==> config.mk <==
export PLATFORM = sky130hd
export DESIGN_NAME = uart_tx
export DESIGN_NICKNAME = d
export VERILOG_FILES = /design/src/rtl/uart_tx_pkg.sv /design/src/rtl/uart_baud_tick.sv /design/src/rtl/uart_tx.sv
export SDC_FILE = /design/constraint.sdc
export NUM_CORES = 1
export LEC_CHECK = 0
export CORE_MARGIN = 4
export CORE_UTILIZATION = 57
export CTS_BUF_LIST = sky130_fd_sc_hd__clkbuf_2 sky130_fd_sc_hd__clkbuf_4 sky130_fd_sc_hd__clkbuf_8
export CTS_CLUSTER_DIAMETER = 120
export DETAILED_ROUTE_END_ITERATION = 6
export PLACE_DENSITY_LB_ADDON = 0.15
export SETUP_SLACK_MARGIN = 0.15
export SYNTH_ARGS = -nofsm -noshare
export SYNTH_HDL_FRONTEND = slang
export SYNTH_SLANG_ARGS = --single-unit
==> constraint.sdc <==
create_clock -name clk -period 2.4 [get_ports clk]
set_input_delay 0.72 -clock clk [delete_from_list [all_inputs] [get_ports clk]]
set_output_delay 0.72 -clock clk [all_outputs]
set_load 0.01 [all_outputs]
==> images/floorplan.png <==
Bar = 20 um. Pins as bars on the die edge.
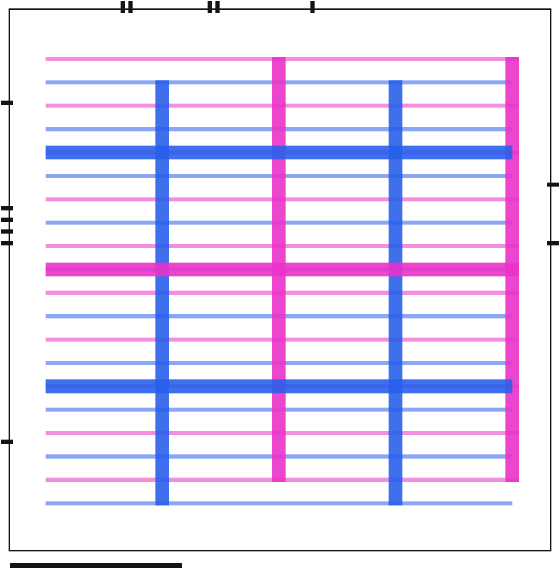
| colour | net |
|---|---|
| blue | VSS |
| magenta | VDD |
rows: 19
signal pins: 13
met5 straps: 3
met4 straps: 4
met1 rails: 20
Core Area: 2810 sq um
Peak supply drop: 0.000496 V
Die X-Extent: 62.8 um
y dimension of the die: 62.8 um

==> images/class_map.png <==
Bar = 20 um.
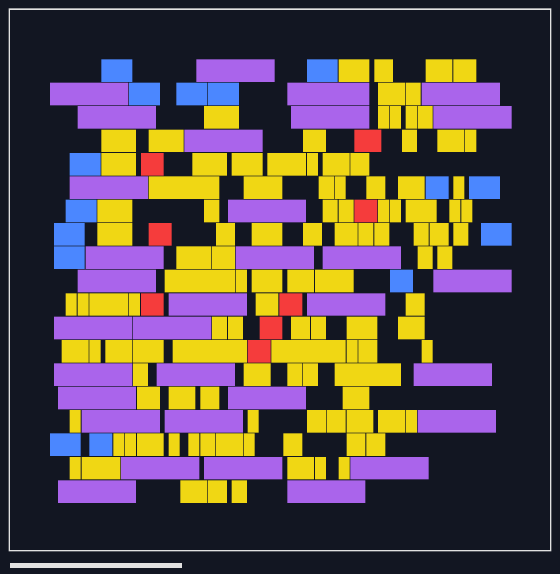
| colour | class | cells |
|---|---|---|
| purple | registers | 32 |
| red | clock drivers and dummy loads | 8 |
| blue | remaining buffers and delay cells | 15 |
| yellow | remaining logic cells | 115 |
post-layout instance area: 1900 sq um
Rows: 19

==> images/clock_wires.png <==
Bar = 20 um.
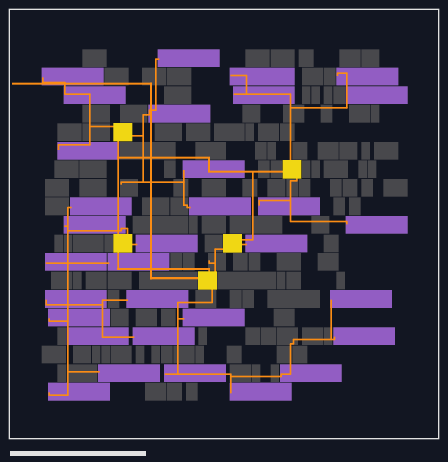
[yellow] clock-net drivers | count: 5
[purple] flip-flops | count: 32
[orange] clock wires | length: 410 um
routed clock nets: 6
flops lie: all over the die
Clk. pwr: 0.320 mW
clk ins delay skew pair: 330 ps

==> images/layers.png <==
Two of the layers only.
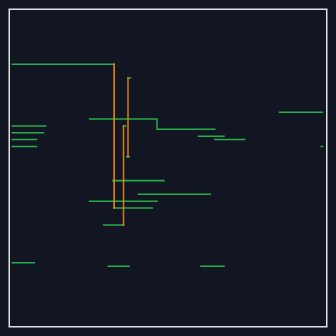
| colour | layer | wire length |
|---|---|---|
| orange | M4 | 63.9 um |
| green | M3 | 153 um |
via count: 1,233
aggregate global-route resource usage: 0.193
Detailed Route WL: 3230 um
DR WL/cell: 16.0 um

==> results.toml <==
# yosys + openroad results
[global_routing]
antenna_found_initial = 0
gr-usage-met3 = 0.0540
grt_use_met1 = 0.249
grt_max_degree = 33
top_usage_layer = "met2"
grt_pass1_wl_um = 6020
grt_overflow = 0
grt_pass1_vias = 1308

[flow_run]
max_cap_violations = 0
warnings = 27

[yosys]
simple_gate_share = 0.207
compound_area_frac = 0.104
ys_warn_count = 0
ys_area_sq_um = 1710
ys_types = 42
ys_seq_share = 0.468
fa_ha_area_frac = 0.0292
syn_nets = 171
numSynthFlops = 32
ys_sh_mux = 0.0847
synthTopLogicFamily = "simple AND/OR/NAND/NOR gates"
syn_avg_cell_area_sq_um = 11.0
synthCells = 156
netlist_area_sq_um = 1710
synthXorXnorAreaFrac = 0.0614
async_reset_ff_frac = 1.00
ys.flop_type = "dfrtp_1"

[placed_design]
port_buffers = 12
place_area_sq_um = 1840
globalplace.congestion = 0.860
place_hpwl_um = 2340
dpl.cell_count = 193

[detailed_routing]
drtPass1Iterations = 4
dr_wl_met2_um = 1540
wl_met1_um = 1470
drt-initial-drc-count = 66
via_per_inst = 6.13
wl_met3_um = 152
antenna_left = 0
drcViolationCount = 0

[clock_network]
numCtsBuffers = 5
cts_setup_buffers = 0
cts_resized = 0
max-clock-path-buffers = 2
clkSinkCount = 32
postCtsHoldBufs = 0
cts_root_buf = "clkbuf_4"
cts_tree = "yes"

[cells_and_area]
antenna-diode-count = 0
seq_area_sq_um = 802
fill_cells = 223
nNonClkBuffers = 15
fin_util = 0.677
lay_top_count = "dfrtp_1"
ff_count = 32
area_growth_pct = 10.8
dominant_cells = "combinational gates"
layout.cells.non_filler = 201
logic_gate_count = 110
seqAreaFraction = 0.423
drive_gt1_frac = 0.176
mostFrequentLayoutCells = "dfrtp_1, nor2_1, clkdlybuf4s50_1"
nets = 184
buf_share = 0.0751
comb_area_share = 0.440

[setup_path]
crit_buf_inv = 1
crit_path_cell_trace = "clkdlybuf4s50_1"
crit_path_top_delay_cell = "dfstp_2"
critPathArrivalTime_ps = 1400
cp-end-kind = "output port"
critPathMaxFanout = 2
cpLargestDelayFamily = "flip-flops"
r2r_slack_ps = 590
crit_path_max_incr_delay_ps = 540
worstSetupPathType = "register to output port"
rr_worst_depth = 6
required_ps = 1680
worst-path-stages = 1

[final_timing]
relSlewSlack = 0.716
slew_violations = 0
min_period_ps = 2120
final.setup.tns_ps = 0
hold_ws_ps = 513
clock_skew_ps = 3.63
fmax_mhz = 471
fin_ws_ps = 276
worst_pin_slew_ps = 425
hold_viol = 0
finalCritPeriodShare = 0.885
finalSetupViolCount = 0

[power]
totalPowerFinal_mw = 1.23
p_per_area_nw_per_um2 = 649
p_comb_frac = 0.169
swShare = 0.318
seq_cell_power_mw = 0.704
power.leakage_nw = 0.812
maxPowerGroup = "registers"
seqPwrFrac = 0.571
pg_comb_mw = 0.208
p_sw_mw = 0.392
p_clk_frac = 0.260

[floorplan]
dieArea_sq_um = 3950
ios = 13
taps = 31
fp_util = 0.611

[status]
outcome = "completed"

[min_path]
whs_path_depth = 1
[cell usage after synthesis (2+ instances only)]
cell      number  area, sq um
inv_1          5         18.8
nor2b_1        2         12.5
clkbuf_1       2         7.51
a211o_1        2         17.5
buf_6          2         22.5
ha_1           4         50.1
dfrtp_1       31          776
nand2_1        4         15.0
mux4_2         2         45.0
or4_1          2         15.0
nor2_1        20         75.1
xnor2_1        3         26.3
a21oi_1        9         45.0
mux2_2         8         90.1
or3_1          3         18.8
nand3_1        5         25.0
o21ai_0        5         25.0
nand4_1        5         31.3
o32a_1         2         20.0
and2_1         2         12.5
buf_2          4         20.0
and4_1         2         17.5
o31ai_1        2         15.0
xor2_1         9         78.8
a32o_1         2         20.0
and3_1         2         12.5
nor4b_4        2         47.6
Power is estimated from default activity; no workload was simulated.
